### Cells by drive strength

(3 px per um)
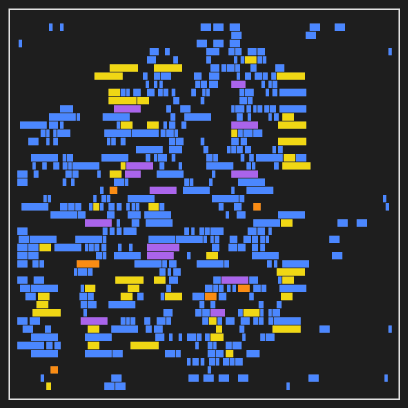
### Routing congestion map

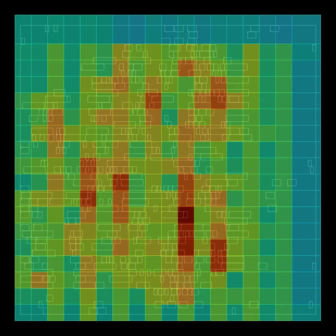
### Cells coloured by class

(3 px per um)
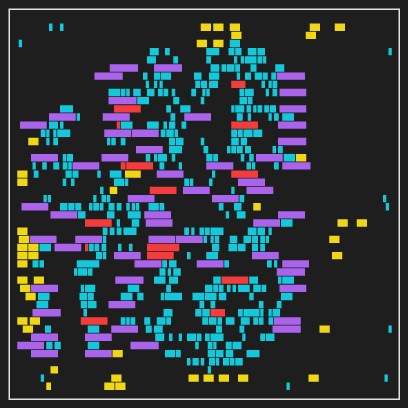
`config.mk`:
```
export PLATFORM = sky130hd
export DESIGN_NAME = sprite_motion_ctrl
export DESIGN_NICKNAME = d
export VERILOG_FILES = /design/src/rtl/sprite_motion_ctrl.sv
export SDC_FILE = /design/constraint.sdc
export NUM_CORES = 1
export LEC_CHECK = 0
export CAP_MARGIN = 20
export CORE_MARGIN = 2
export CORE_UTILIZATION = 24
export CTS_CLUSTER_DIAMETER = 120
export DETAILED_ROUTE_END_ITERATION = 16
export PLACE_DENSITY_LB_ADDON = 0.15
export SLEW_MARGIN = 20
export SYNTH_ARGS = -nofsm -noshare
export SYNTH_HDL_FRONTEND = slang
export SYNTH_SLANG_ARGS = --single-unit
```
`constraint.sdc`:
```
create_clock -name vga_clk -period 6.6 [get_ports vga_clk]
set_input_delay 1.32 -clock vga_clk [delete_from_list [all_inputs] [get_ports vga_clk]]
set_output_delay 1.32 -clock vga_clk [all_outputs]
set_load 0.005 [all_outputs]
```
`src/rtl/sprite_motion_ctrl.sv`:
```
// Per-frame player sprite controller for the VGA renderer.
// Samples keycode and the sticky collision flag on each frame_sync pulse,
// steps the sprite, backs it out of walls with an input lockout, and
// times the walk animation.
// Optional: define SPRITE_WRAP_EN to wrap at screen edges instead of clamping.
module sprite_motion_ctrl #(
   parameter int unsigned X_INIT       = 320,
   parameter int unsigned Y_INIT       = 240,
   parameter int unsigned STEP         = 2,
   parameter int unsigned SIZE         = 32,
   parameter int unsigned X_MAX        = 639,
   parameter int unsigned Y_MAX        = 479,
   parameter int unsigned BLOCK_FRAMES = 8,
   parameter int unsigned ANIM_DIV     = 8
) (
   input  logic       vga_clk,
   input  logic       reset_n,
   input  logic       frame_sync,
   input  logic [7:0] keycode,
   input  logic       collision,
   output logic [9:0] spriteX,
   output logic [9:0] spriteY,
   output logic [9:0] sprite_size,
   output logic [7:0] dir_key,
   output logic       anim_phase,
   output logic       moving,
   output logic       blocked
);

   localparam int unsigned BCW = (BLOCK_FRAMES > 1) ? $clog2(BLOCK_FRAMES) : 1;
   localparam int unsigned ACW = (ANIM_DIV > 1) ? $clog2(ANIM_DIV) : 1;

   localparam logic [7:0] KEY_RIGHT = 8'h07;
   localparam logic [7:0] KEY_LEFT  = 8'h04;
   localparam logic [7:0] KEY_UP    = 8'h1A;
   localparam logic [7:0] KEY_DOWN  = 8'h16;

   localparam logic [1:0] ST_IDLE    = 2'd0;
   localparam logic [1:0] ST_MOVE    = 2'd1;
   localparam logic [1:0] ST_BLOCKED = 2'd2;

   localparam logic [10:0]    STEP_W   = 11'(STEP);
   localparam logic [10:0]    LIM_X    = 11'(X_MAX + 1 - SIZE);
   localparam logic [10:0]    LIM_Y    = 11'(Y_MAX + 1 - SIZE);
   localparam logic [BCW-1:0] BLK_LAST = BCW'(BLOCK_FRAMES - 1);
   localparam logic [ACW-1:0] ANM_LAST = ACW'(ANIM_DIV - 1);

   logic [1:0]     state_q, state_d;
   logic [9:0]     x_q, x_d, y_q, y_d;
   logic [9:0]     prev_x_q, prev_x_d, prev_y_q, prev_y_d;
   logic [7:0]     dir_q, dir_d;
   logic [BCW-1:0] block_cnt_q, block_cnt_d;
   logic [ACW-1:0] anim_cnt_q, anim_cnt_d;
   logic           phase_q, phase_d;
   logic           moving_q, moving_d;
   logic           blocked_q, blocked_d;

   logic           key_valid_c;
   logic [9:0]     step_x_c, step_y_c;
   logic [10:0]    sum_x_c, sum_y_c;

   // Candidate position for this frame's keycode, bounded at the screen edges
   always_comb begin
      key_valid_c = 1'b0;
      step_x_c    = x_q;
      step_y_c    = y_q;
      sum_x_c     = {1'b0, x_q} + STEP_W;
      sum_y_c     = {1'b0, y_q} + STEP_W;
      case (keycode)
         KEY_RIGHT: begin
            key_valid_c = 1'b1;
`ifdef SPRITE_WRAP_EN
            step_x_c = (sum_x_c > LIM_X) ? 10'd0 : sum_x_c[9:0];
`else
            step_x_c = (sum_x_c > LIM_X) ? LIM_X[9:0] : sum_x_c[9:0];
`endif
         end
         KEY_LEFT: begin
            key_valid_c = 1'b1;
`ifdef SPRITE_WRAP_EN
            step_x_c = ({1'b0, x_q} < STEP_W) ? LIM_X[9:0] : x_q - STEP_W[9:0];
`else
            step_x_c = ({1'b0, x_q} < STEP_W) ? 10'd0 : x_q - STEP_W[9:0];
`endif
         end
         KEY_DOWN: begin
            key_valid_c = 1'b1;
`ifdef SPRITE_WRAP_EN
            step_y_c = (sum_y_c > LIM_Y) ? 10'd0 : sum_y_c[9:0];
`else
            step_y_c = (sum_y_c > LIM_Y) ? LIM_Y[9:0] : sum_y_c[9:0];
`endif
         end
         KEY_UP: begin
            key_valid_c = 1'b1;
`ifdef SPRITE_WRAP_EN
            step_y_c = ({1'b0, y_q} < STEP_W) ? LIM_Y[9:0] : y_q - STEP_W[9:0];
`else
            step_y_c = ({1'b0, y_q} < STEP_W) ? 10'd0 : y_q - STEP_W[9:0];
`endif
         end
         default: key_valid_c = 1'b0;
      endcase
   end

   // Next-state and output decisions, taken only on the frame_sync cycle
   always_comb begin
      state_d     = state_q;
      x_d         = x_q;
      y_d         = y_q;
      prev_x_d    = prev_x_q;
      prev_y_d    = prev_y_q;
      dir_d       = dir_q;
      block_cnt_d = block_cnt_q;
      anim_cnt_d  = anim_cnt_q;
      phase_d     = phase_q;
      moving_d    = moving_q;
      blocked_d   = blocked_q;
      if (frame_sync) begin
         if (collision && (state_q != ST_BLOCKED)) begin
            // Back out to the last position that was drawn without a hit
            x_d         = prev_x_q;
            y_d         = prev_y_q;
            block_cnt_d = BLK_LAST;
            state_d     = ST_BLOCKED;
            blocked_d   = 1'b1;
            moving_d    = 1'b0;
            anim_cnt_d  = '0;
            phase_d     = 1'b0;
         end else if (state_q == ST_BLOCKED) begin
            moving_d = 1'b0;
            if (block_cnt_q == '0) begin
               state_d   = ST_IDLE;
               blocked_d = 1'b0;
            end else begin
               block_cnt_d = block_cnt_q - BCW'(1);
            end
         end else if (key_valid_c) begin
            prev_x_d = x_q;
            prev_y_d = y_q;
            x_d      = step_x_c;
            y_d      = step_y_c;
            dir_d    = keycode;
            moving_d = 1'b1;
            state_d  = ST_MOVE;
            if (anim_cnt_q == ANM_LAST) begin
               anim_cnt_d = '0;
               phase_d    = ~phase_q;
            end else begin
               anim_cnt_d = anim_cnt_q + ACW'(1);
            end
         end else begin
            state_d    = ST_IDLE;
            moving_d   = 1'b0;
            anim_cnt_d = '0;
            phase_d    = 1'b0;
            prev_x_d   = x_q;
            prev_y_d   = y_q;
         end
      end
   end

   // State and output registers
   always_ff @(posedge vga_clk or negedge reset_n) begin
      if (!reset_n) begin
         state_q     <= ST_IDLE;
         x_q         <= 10'(X_INIT);
         y_q         <= 10'(Y_INIT);
         prev_x_q    <= 10'(X_INIT);
         prev_y_q    <= 10'(Y_INIT);
         dir_q       <= KEY_LEFT;
         block_cnt_q <= '0;
         anim_cnt_q  <= '0;
         phase_q     <= 1'b0;
         moving_q    <= 1'b0;
         blocked_q   <= 1'b0;
      end else begin
         state_q     <= state_d;
         x_q         <= x_d;
         y_q         <= y_d;
         prev_x_q    <= prev_x_d;
         prev_y_q    <= prev_y_d;
         dir_q       <= dir_d;
         block_cnt_q <= block_cnt_d;
         anim_cnt_q  <= anim_cnt_d;
         phase_q     <= phase_d;
         moving_q    <= moving_d;
         blocked_q   <= blocked_d;
      end
   end

   assign spriteX     = x_q;
   assign spriteY     = y_q;
   assign sprite_size = 10'(SIZE);
   assign dir_key     = dir_q;
   assign anim_phase  = phase_q;
   assign moving      = moving_q;
   assign blocked     = blocked_q;

endmodule

```
==> results.txt <==
Notes on the physical implementation.

- Measured along the y axis, the die boundary spans about 130 um.
- Sorting the synthesis cell report by count puts at the top sky130_fd_sc_hd__dfrtp_1.
- The post-DP HPWL is a little over 7 mm, for reference.
- The die is ~130 um wide.
- CTS reports a maximum clock tree buffer depth of 2.
- The row count is roughly 45, for reference.
- The sum of overflow across all layers after global routing is 0, for reference.
- After synthesis, the chip area reported by Yosys is 3780 sq um.
- The static leakage is about 1.9 nW, for reference.
- The area of the core region is about 15000 sq um, for reference.
- The biggest area consumer among synthesized cells is sky130_fd_sc_hd__dfrtp_1, for reference.
- For the pin with the worst max-slew slack, the measured transition is roughly 1 ns.
- Per the synth stats, the proportion of register bits with asynchronous set or reset is 100.0%.
- The number of cells reported by Yosys stat comes to 425.
- The wire length after detailed routing is 10.30 mm, for reference.
- STA puts the critical path data arrival time at approximately 4.0 ns.
- The count of input and output buffers is ~42, for reference.
- For this block, the via count after detailed routing is ~3.2k.
- Along the worst path, the maximum fanout reaches 11.
- The boundary pin count is 53, for reference.
- Across all hold checks on the routed design, the worst slack comes to approximately 0.47 ns.
- Counting the warning lines in the Yosys log gives 0.
- The final max-slew violation count recorded for this run is 0.
- The final setup violation count is 0, for reference.
- The flow ran to the end, and the final reports show no timing, DRC or antenna violations.
- The share of final-layout standard cells stronger than drive strength 1 is between 10 and 15%, for reference.
- The setup skew after layout is between 0.006 and 0.007 ns, for reference.
- The CTS tree is done, for reference.
- The worst path in the final design needs a cycle of 3.762 ns, including I/O delays and setup.
- Buffers inserted to repair hold after CTS numbered 0.
- The first routing iteration left slightly above 90 violations.
- The wire length of the first global-routing pass is roughly 17 mm, for reference.
- Per the TritonCTS log, the buffer count is 9.
- Per the skew report, the later register of the worst-skew pair sees a clock latency of 0.33 ns.
- The highest clock frequency the design can meet is 0.2658 GHz, for reference.
- The worst setup path is launched from an input pin.
- By count the netlist is led by 46 x sky130_fd_sc_hd__dfrtp_1, 43 x sky130_fd_sc_hd__nand2_1, 40 x sky130_fd_sc_hd__o21ai_0.
- The number of hold-slack violations in the final timing report is 0, for reference.
- The largest voltage drop on the vdd net is roughly 0.12 mV, for reference.
- Setup repair after global routing left no endpoint under its margin.
- In this run the cell area of the synthesized design comes to 3780 sq um.
Back to the opening pictures, 'Cells by drive strength':
[drive 3 to 4] orange | cells: 6
[drive 2] yellow | cells: 45
[drive 6 and up] purple | cells: 13
[drive 1 or less] blue | cells: 394

Back to the opening pictures, 'Routing congestion map':
GR met2 Demand/Resource: 19.91%
global routing usage on met1: 17.93%
Global Route met3 Usage: 1.817%
post-detailed-route wirelength per cell: 15.39 um

Back to the opening pictures, 'Cells coloured by class':
[all other logic] cyan | cells: 338 | share of their area: 48%
[other buffers and delay cells] yellow | cells: 46 | share of their area: 10%
[clock drivers and dummy loads] red | cells: 15 | share of their area: 6.8%
[flops] purple | cells: 59 | share of their area: 34%

## power by group
part | internal (mW) | switching [mW]
logic | 0.360 | 0.358
registers | 0.503 | 0.212
clock network | 0.310 | 0.164
## kinds of logic (layout without fill, tap and decap cells)
logic type / after synthesis / after routing / share of synthesized area, %
AND/OR/NAND/NOR: 147 / 147 / 19.79
AND-OR/OR-AND: 124 / 124 / 21.12
flip-flops: 59 / 59 / 39.49
buffers and inverters: 49 / 74 / 7.051
multiplexers: 21 / 21 / 6.223
XOR/XNOR: 15 / 15 / 3.476
adder cells (fa/ha/maj): 8 / 8 / 2.648
other: 2 / 10 / 0.1987
## critical path: stages
cell	delay, ns
sky130_fd_sc_hd__clkdlybuf4s50_1	0.66
sky130_fd_sc_hd__inv_1	0.15
sky130_fd_sc_hd__nor2_1	0.32
sky130_fd_sc_hd__nand2_1	0.40
sky130_fd_sc_hd__nor2_1	0.71
sky130_fd_sc_hd__mux2_2	0.41
## cell type report
class                           count  area [sq um]
Multi-Input combinational cell    325          2053
Clock buffer                       13         260.3
Sequential cell                    59          1493
Inverter                           13         48.80
Timing Repair Buffer               46         452.9
Tap cell                          211         264.0
Fill cell                        1637         10710
Clock inverter                      2         35.03
## per-layer routing
metal  share of wire, %  track usage [%]
met5                  0                0
met1                 50            17.93
met3                3.5            1.817
met4                1.7            5.946
met2                 45            19.91
## flip-flops by register name (all words and copies together) (netlist names)
| name | cells |
|---|---|
| spriteY | 10 |
| anim_phase | 1 |
| dir_key | 8 |
| moving | 1 |
| blocked | 1 |
| state_q | 2 |
| prev_y_q | 10 |
| anim_cnt_q | 3 |
| prev_x_q | 10 |
| block_cnt_q | 3 |
| spriteX | 10 |
## worst paths after layout
path	startpoint	to	slack, ns	cells after the start
max in group asynchronous	reset_n	spriteX[2]$_DFFE_PN0P_	4.95	2
worst max-delay path	frame_sync	dir_key[1]$_DFFE_PN0P_	2.84	6
worst max register to register	spriteX[2]$_DFFE_PN0P_	spriteX[0]$_DFFE_PN0P_	3.60	8
worst min register to register	prev_x_q[2]$_DFFE_PN0P_	prev_x_q[2]$_DFFE_PN0P_	0.47	2
min in group asynchronous	reset_n	dir_key[3]$_DFFE_PN0P_	1.16	2
worst min-delay path	prev_x_q[2]$_DFFE_PN0P_	prev_x_q[2]$_DFFE_PN0P_	0.47	2
## metrics by stage
stage          setup WS [ns]  utilization [%]  cell area, sq um  power (mW)
2_1_floorplan          3.486                -              3810       1.185
3_3_place_gp           2.028            28.06              4297       1.439
3_5_place_dp           1.907            28.06              4297       1.443
4_1_cts                2.270            29.98              4592       1.924
5_1_grt                2.557            30.08              4607       2.058
6_report               2.838            30.08              4607       1.907
Power and IR drop assume default switching activity.
